### src/rtl/fpu_pkg.sv
// fpu_pkg: shared types and field positions for the fpu arbiter slice.
// Custom float format: sign[31], exp[30:25], mant[24:0].
package fpu_pkg;
    localparam int SIGN_BIT = 31;
    localparam int EXP_MSB  = 30;
    localparam int EXP_LSB  = 25;
    localparam int MANT_W   = 25;

    typedef enum logic [3:0] {
        ST_EXACT     = 4'b0001,
        ST_INEXACT   = 4'b0010,
        ST_OVERFLOW  = 4'b0100,
        ST_UNDERFLOW = 4'b1000
    } fpu_status_e;

    typedef enum logic [1:0] {
        S_IDLE,
        S_HOLD,
        S_CAPTURE,
        S_RESP
    } arb_state_e;

    function automatic logic [15:0] sat_inc(input logic [15:0] v, input logic en);
        return (en && v != 16'hFFFF) ? v + 16'd1 : v;
    endfunction
endpackage

### src/rtl/rr_arb2.sv
// rr_arb2: two-way round-robin grant; on contention the requester that did not win last time wins.
module rr_arb2 (
    input  logic [1:0] valid,
    input  logic       last_grant,
    output logic [1:0] grant,
    output logic       grant_id
);
    always_comb begin
        grant_id = (valid == 2'b11) ? ~last_grant : valid[1];
        grant    = (valid == 2'b00) ? 2'b00 : (grant_id ? 2'b10 : 2'b01);
    end
endmodule

### src/rtl/fpu_arbiter.sv
// fpu_arbiter: shares one free-running fpu adder between two requesters, holding operands until settled.
// Define FPU_ARB_STATS_EN to add saturating operation/status counters.
module fpu_arbiter
    import fpu_pkg::*;
#(
    parameter int SETTLE_CYCLES = 100,
    parameter int CNT_W         = 8
) (
    input  logic        clock100KHz,
    input  logic        reset,
    input  logic        req0_valid,
    output logic        req0_ready,
    input  logic [31:0] req0_op_a,
    input  logic [31:0] req0_op_b,
    input  logic        req0_sub,
    input  logic        req1_valid,
    output logic        req1_ready,
    input  logic [31:0] req1_op_a,
    input  logic [31:0] req1_op_b,
    input  logic        req1_sub,
    output logic [31:0] fpu_op_a,
    output logic [31:0] fpu_op_b,
    input  logic [31:0] fpu_data,
    input  logic [3:0]  fpu_status,
    output logic        resp_valid,
    input  logic        resp_ready,
    output logic        resp_id,
    output logic [31:0] resp_data,
    output logic [3:0]  resp_status
`ifdef FPU_ARB_STATS_EN
    ,
    output logic [15:0] stat_ops,
    output logic [15:0] stat_inexact,
    output logic [15:0] stat_ovf,
    output logic [15:0] stat_unf
`endif
);
    arb_state_e       state_q, state_d;
    logic             last_grant_q, last_grant_d;
    logic             owner_q, owner_d;
    logic [CNT_W-1:0] cnt_q, cnt_d;
    logic [31:0]      fpu_op_a_q, fpu_op_a_d, fpu_op_b_q, fpu_op_b_d;
    logic [31:0]      resp_data_q, resp_data_d;
    logic [3:0]       resp_status_q, resp_status_d;
    logic             resp_valid_q, resp_valid_d, resp_id_q, resp_id_d;
    logic [1:0]       grant;
    logic             grant_id, idle, sel_sub;

    rr_arb2 u_arb (
        .valid     ({req1_valid, req0_valid}),
        .last_grant(last_grant_q),
        .grant     (grant),
        .grant_id  (grant_id)
    );

    assign idle        = state_q == S_IDLE;
    assign req0_ready  = idle && grant[0] && !reset;
    assign req1_ready  = idle && grant[1] && !reset;
    assign sel_sub     = grant_id ? req1_sub : req0_sub;
    assign fpu_op_a    = fpu_op_a_q;
    assign fpu_op_b    = fpu_op_b_q;
    assign resp_valid  = resp_valid_q;
    assign resp_id     = resp_id_q;
    assign resp_data   = resp_data_q;
    assign resp_status = resp_status_q;

    always_comb begin
        state_d       = state_q;
        last_grant_d  = last_grant_q;
        owner_d       = owner_q;
        cnt_d         = cnt_q;
        fpu_op_a_d    = fpu_op_a_q;
        fpu_op_b_d    = fpu_op_b_q;
        resp_data_d   = resp_data_q;
        resp_status_d = resp_status_q;
        resp_valid_d  = resp_valid_q;
        resp_id_d     = resp_id_q;
        case (state_q)
            S_IDLE: if (req0_ready || req1_ready) begin
                fpu_op_a_d   = grant_id ? req1_op_a : req0_op_a;
                // Subtraction is an add with B's sign flipped.
                fpu_op_b_d   = (grant_id ? req1_op_b : req0_op_b) ^ (32'(sel_sub) << SIGN_BIT);
                owner_d      = grant_id;
                last_grant_d = grant_id;
                cnt_d        = '0;
                state_d      = S_HOLD;
            end
            S_HOLD: begin
                cnt_d   = cnt_q + CNT_W'(1);
                state_d = (cnt_q == CNT_W'(SETTLE_CYCLES - 1)) ? S_CAPTURE : S_HOLD;
            end
            S_CAPTURE: begin
                resp_data_d   = fpu_data;
                resp_status_d = fpu_status;
                resp_id_d     = owner_q;
                resp_valid_d  = 1'b1;
                state_d       = S_RESP;
            end
            S_RESP: if (resp_ready) begin
                resp_valid_d = 1'b0;
                state_d      = S_IDLE;
            end
            default: state_d = S_IDLE;
        endcase
    end

    always_ff @(posedge clock100KHz or posedge reset) begin
        if (reset) begin
            state_q       <= S_IDLE;
            last_grant_q  <= 1'b1;
            owner_q       <= 1'b0;
            cnt_q         <= '0;
            fpu_op_a_q    <= '0;
            fpu_op_b_q    <= '0;
            resp_data_q   <= '0;
            resp_status_q <= '0;
            resp_valid_q  <= 1'b0;
            resp_id_q     <= 1'b0;
        end else begin
            state_q       <= state_d;
            last_grant_q  <= last_grant_d;
            owner_q       <= owner_d;
            cnt_q         <= cnt_d;
            fpu_op_a_q    <= fpu_op_a_d;
            fpu_op_b_q    <= fpu_op_b_d;
            resp_data_q   <= resp_data_d;
            resp_status_q <= resp_status_d;
            resp_valid_q  <= resp_valid_d;
            resp_id_q     <= resp_id_d;
        end
    end

`ifdef FPU_ARB_STATS_EN
    logic [15:0] stat_ops_q, stat_ops_d, stat_inexact_q, stat_inexact_d;
    logic [15:0] stat_ovf_q, stat_ovf_d, stat_unf_q, stat_unf_d;
    logic        cap;

    assign cap          = state_q == S_CAPTURE;
    assign stat_ops     = stat_ops_q;
    assign stat_inexact = stat_inexact_q;
    assign stat_ovf     = stat_ovf_q;
    assign stat_unf     = stat_unf_q;

    always_comb begin
        stat_ops_d     = sat_inc(stat_ops_q, cap);
        stat_inexact_d = sat_inc(stat_inexact_q, cap && |(fpu_status & ST_INEXACT));
        stat_ovf_d     = sat_inc(stat_ovf_q, cap && |(fpu_status & ST_OVERFLOW));
        stat_unf_d     = sat_inc(stat_unf_q, cap && |(fpu_status & ST_UNDERFLOW));
    end

    always_ff @(posedge clock100KHz or posedge reset) begin
        if (reset) begin
            stat_ops_q     <= '0;
            stat_inexact_q <= '0;
            stat_ovf_q     <= '0;
            stat_unf_q     <= '0;
        end else begin
            stat_ops_q     <= stat_ops_d;
            stat_inexact_q <= stat_inexact_d;
            stat_ovf_q     <= stat_ovf_d;
            stat_unf_q     <= stat_unf_d;
        end
    end
`endif
endmodule

### config.mk
export PLATFORM = sky130hd
export DESIGN_NAME = fpu_arbiter
export DESIGN_NICKNAME = d
export VERILOG_FILES = /design/src/rtl/fpu_pkg.sv /design/src/rtl/rr_arb2.sv /design/src/rtl/fpu_arbiter.sv
export SDC_FILE = /design/constraint.sdc
export NUM_CORES = 1
export LEC_CHECK = 0
export ABC_AREA = 1
export CAP_MARGIN = 15
export CORE_MARGIN = 3
export CORE_UTILIZATION = 35
export DETAILED_ROUTE_END_ITERATION = 8
export PLACE_DENSITY = 0.72
export RECOVER_POWER = 100
export SYNTH_ARGS = -nofsm -noshare
export SYNTH_HDL_FRONTEND = slang
export SYNTH_HIERARCHICAL = 1
export SYNTH_SLANG_ARGS = --single-unit
### constraint.sdc
create_clock -name clock100KHz -period 17.1 [get_ports clock100KHz]
set_input_delay 5.13 -clock clock100KHz [delete_from_list [all_inputs] [get_ports clock100KHz]]
set_output_delay 5.13 -clock clock100KHz [all_outputs]
set_load 0.03 [all_outputs]
==> results.txt, run 1 <==
Commonest flop - dfrtp_1
mux frac, synth - 7.50%
wire length after detailed routing - 15.0 mm
largest net degree at the start of global routing - 93
CP required - 11.97 ns
total number of vias - 5030
first-pass GRT wire length - 23.2 mm
Final Cell Area - 8810 um2
yosys adder share - 0.231%
Hold Path Class - flop to flop
row cnt - 44
worst r2r dst - fpu_op_a[26]
Synth flops - 114
Complex Gates by Area - 7.27%
Top Layout Cells - nand2_1, dlygate4sd3_1, clkdlybuf4s50_1
Comb/total area - 23.3%
hold depth - 2
antenna viol nets, final - 0
root cell of the clock tree - clkbuf_16
clk cell area share - 6.59%
clock skew - 0.00968 ns
final tally of max-slew violations - 194
NonClk Buf Share - 31.4%
clock buffers - 22
Max H-tree Level - 4
global-route usage over all layers - 17.6%
via/cell ratio - 4.45
Internal - 0.869 mW
number of max-cap violations - 4
biggest cell delay along the critical path - 0.76 ns
Detailed Route Iter0 Violations - 170
half-perimeter wire length after placement - 11.3 mm
sequential share of power - 31.2%
Post-DP Area - 8280 um2
# setup viols final - 0
status - complete, but fails checks
Post-synth EDFFs - 0
Hold Vio Cnt, Final - 0
Tcrit/Tclk final - 72.7%
Simple-Gate Area Share - 23.2%
failing checks - max-capacitance violations, max-slew violations
layout overhead on the synthesized area - 63.0%
hold path start - fpu_op_b[4]
average instance area after synthesis - 8.08 um2
setup bufs post-CTS - 0
Worst EP arrival - 7.30 ns
cell leakage power - 4.38 nW
Filler Cell Count - 1323
ys async rst share - 100%
Tapcell Cnt - 184
pwr/cell area - 165 nW/um2
Fmax - 80.4 MHz
drt wl/cell - 13.2 um
most common cell in the synthesized netlist - nand2_1
met2 wire length - 7.01 mm
CP delay by family, top - buffers and inverters
share of total power in combinational logic - 45.3%
unrepaired setup endpoints after global routing - false
Top-area cell share - 52.3%
dominant class by area - flip-flops and latches
WP buf/inv - 4
yosys xor share - 0%
number of cells in Yosys stat - 669
Sw Share - 40.3%
Detailed Routing Iterations Pass 1 - 4
CTS clk-pin slew, worst paths - 0.05 ns
kind of critical path - input pin to output port
crit path to - req0_ready
Hold Buf Count CTS - 0
Syn Nets - 841
final worst slack - 4.67 ns
metal3 WL - 1.61 mm
CTS max path bufs - 2
commonest cells in the synthesized netlist - nand2_1, dfrtp_1, inv_1
Most Frequent Cell on Critical Path - dlygate4sd3_1
Reg2Reg Launch Point - last_grant_q
YS chip area - 5410 um2
core footprint - 14800 um2
final layout net count - 1107
Die X - 130 um
Hold WS - 0.459 ns
Top logic family - simple AND/OR/NAND/NOR gates
VDD IR-drop max - 0.0842 mV
placed cell count - 1100
die height - 130 um
DR top layer - met4
M3 GR Usage - 8.02%
CP max stage cell - dlygate4sd3_1
Syn Inst Count - 669
-- run 1: power groups by stage --
stage	sequential [mW]	combinational (mW)	clock, mW
global placement	0.459	0.704	0
global route	0.470	0.719	0.364
detailed placement	0.462	0.711	0
floorplan	0.672	0.182	0
finish	0.454	0.659	0.342
CTS	0.461	0.712	0.351
-- run 1: sequential cells by signal, summed over array words and instances, names as in the netlist, named ones only --
| name | cells |
|---|---|
| last_grant_q | 1 |
| owner_q | 1 |
| state_q | 1 |
| resp_status | 4 |
| cnt_q | 8 |
| fpu_op_a | 32 |
| fpu_op_b | 32 |
| resp_id | 1 |
| resp_data | 32 |
| resp_valid | 1 |
-- run 1: tightest hold or removal path: cells and delay by family, from the launching register on --
kind	cells	cell delay, ns
DFF	1	0.33
and+or+nand+nor	2	0.09
Run 1, gate-type map:
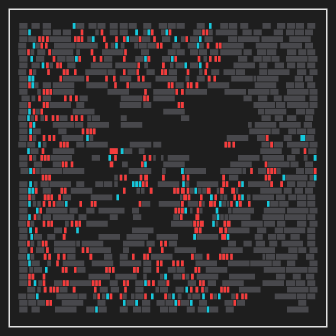
Key: inv cells = cyan [cells 86, where spread over the die]; nand cells = red [cells 311]

Run 1, the metal 1 layer:
Supply wires on this layer in grey.
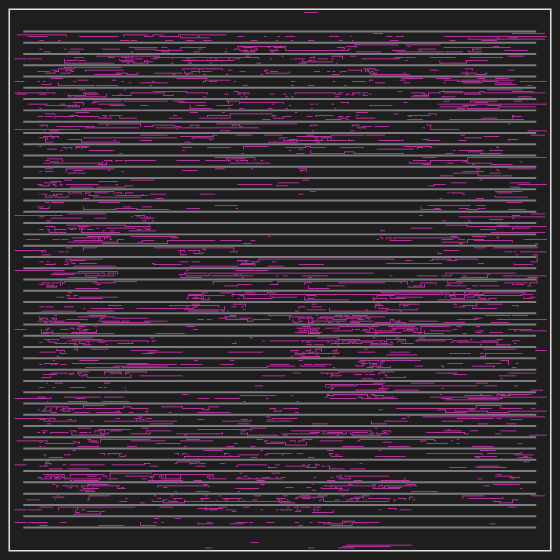
The wires run mostly horizontal. The longest straight run is 41.9 um. 945 nets have wire on it. The layer holds 41% of the routed length. The layer carries 6210 um of wire.

Run 1, clock routing:
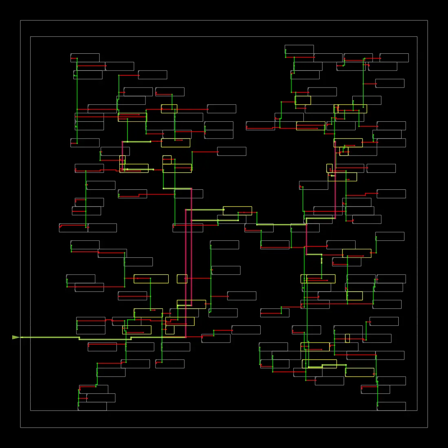
Num CTS Buffers: 17
flip-flops: 114

Run 1, register map, names as in the netlist:
Other sequential cells in the stronger grey, the rest of the logic in the fainter grey.
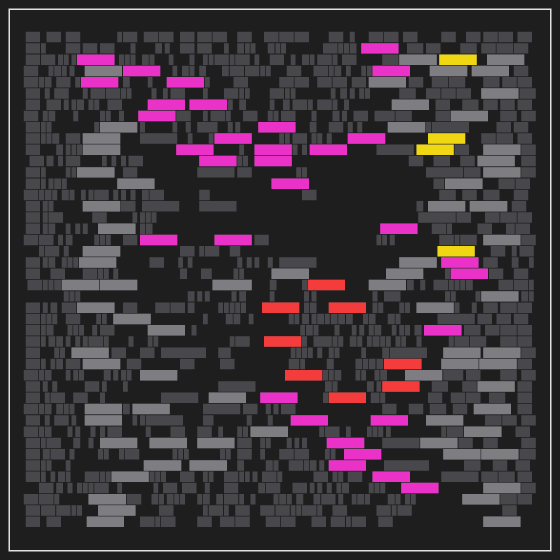
Key: fpu_op_b = magenta [sequential cells 32]; resp_status = yellow [sequential cells 4, where north-east]; cnt_q = red [sequential cells 8]
Another 70 sequential cells are not coloured.

## Run 2: what changed since run 1
==> constraint.sdc (replaced) <==
create_clock -name clock100KHz -period 12.4 [get_ports clock100KHz]
set_input_delay 3.72 -clock clock100KHz [delete_from_list [all_inputs] [get_ports clock100KHz]]
set_output_delay 3.72 -clock clock100KHz [all_outputs]
set_load 0.03 [all_outputs]
Run 2, power grid:
Pins as bars on the die edge.
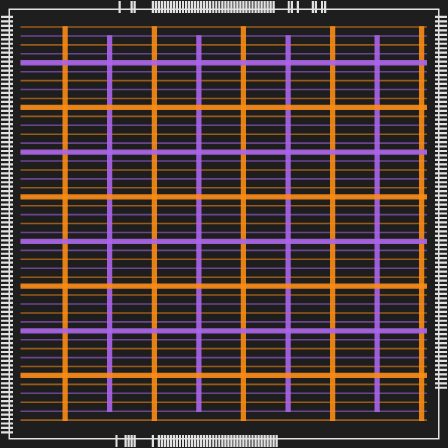
Key: VDD = purple; VSS = orange
45 met1 rails follow the rows. The core has 44 rows. 275 signal pins sit on the boundary. 8 straps on met5.

==> run 2 against run 1 <==
The run still ends with max-capacitance violations, max-slew violations left; total power up 39%; clock skew decreased by 0.0012 ns; non-clock buffer count stayed put; combinational power is 37% higher; global-route usage about the same; worst hold slack barely moved; sequential share of layout area is 0.060 points lower; synthesized cell count unchanged; critical endpoint is now req1_ready; largest power group unchanged.
==> results.txt, run 2 <==
status - complete, but fails checks
failing checks - max-capacitance violations, max-slew violations
YS chip area - 5410 um2 (unchanged)
Die X - 130 um (unchanged)
Sw Share - 39.7% (-0.58 points)
Syn Std Cell Area - 5410 um2
ys async rst share - 100% (unchanged)
hold path start - fpu_op_b[4]
Top logic family - simple AND/OR/NAND/NOR gates
final layout net count - 1107 (unchanged)
clock network power - 0.484 mW (+42%)
Worst EP arrival - 5.91 ns (-1.39 ns)
wire length after detailed routing - 15.0 mm (about the same)
row cnt - 44 (unchanged)
Final Cell Area - 8830 um2 (+0.18%)
Synth flops - 114 (unchanged)
CP required - 8.68 ns (-3.29 ns)
worst r2r dst - fpu_op_a[15]
final worst slack - 2.77 ns (-1.89 ns)
sequential share of power - 31.1% (about the same)
Detailed Routing Iterations Pass 1 - 4 (unchanged)
die height - 130 um (unchanged)
via/cell ratio - 4.43 (-0.32%)
Detailed Route Iter0 Violations - 125 (-26%)
setup bufs post-CTS - 0 (unchanged)
Post-synth EDFFs - 0 (unchanged)
# setup viols final - 0 (unchanged)
layout overhead on the synthesized area - 63.3%
Hold WS - 0.459 ns (-0.000245 ns)
Internal - 1.22 mW (+40%)
crit path to - req1_ready
pwr/cell area - 228 nW/um2 (+38%)
largest net degree at the start of global routing - 93 (unchanged)
number of max-cap violations - 5 (+1)
total number of vias - 5005 (-0.50%)
Reg2Reg Launch Point - last_grant_q
commonest cells in the synthesized netlist - nand2_1, dfrtp_1, inv_1
Syn Nets - 841 (unchanged)
hold depth - 2 (unchanged)
root cell of the clock tree - clkbuf_16
VDD IR-drop max - 0.105 mV (+25%)
placed cell count - 1100 (unchanged)
Fmax - 104 MHz
Syn Inst Count - 669 (unchanged)
Pwr top - combinational logic
number of cells in Yosys stat - 669 (unchanged)
Filler Cell Count - 1296 (-2.0%)
mux frac, synth - 7.50% (unchanged)
Hold Buf Count CTS - 0 (unchanged)
Tcrit/Tclk final - 77.6%
Top-area cell share - 52.3% (unchanged)
Simple-Gate Area Share - 23.2% (unchanged)
Commonest flop - dfrtp_1
share of total power in combinational logic - 44.9% (-0.4 points)
Hold Vio Cnt, Final - 0 (unchanged)
antenna viol nets, final - 0 (unchanged)
critical path endpoint category - output port
Complex Gates by Area - 7.27% (unchanged)
M3 GR Usage - 7.70% (-0.33 points)
final tally of max-slew violations - 192 (-1.0%)
yosys xor share - 0% (unchanged)
most common cell in the synthesized netlist - nand2_1
Max H-tree Level - 4 (unchanged)
sequential power - 0.628 mW (+38%)
first-pass GRT wire length - 23.2 mm (about the same)
CTS clk-pin slew, worst paths - 0.05 ns (about the same)
core footprint - 14800 um2 (unchanged)
Hold Path Class - flop to flop
kind of critical path - input pin to output port
unrepaired setup endpoints after global routing - false
Top Layout Cells - nand2_1, dlygate4sd3_1, clkdlybuf4s50_1
Num CTS Buffers - 17 (unchanged)
[run 2: cell type report]
cell class | count | share of cell area, %
Multi-Input combinational cell | 437 | 23.3
Clock buffer | 24 | 5.91
Clock inverter | 4 | 0.822
Antenna cell | 1 | 0.0283
Inverter | 86 | 3.68
Tap cell | 184 | 2.61
Timing Repair Buffer | 279 | 31.4
Sequential cell | 114 | 32.3
[run 2: per-layer routing]
layer,up-vias,share of wire (%)
met5,-,0
met3,20,10
li1,2589,-
met4,0,1.8
met1,2192,43
met2,204,45
[run 2: critical path: stages]
cell and delay (ns):
dlygate4sd3_1 0.57, inv_4 0.53, nand3_1 0.19, inv_1 0.08
dlygate4sd3_1 0.78
Power is estimated from default activity; no workload was simulated.
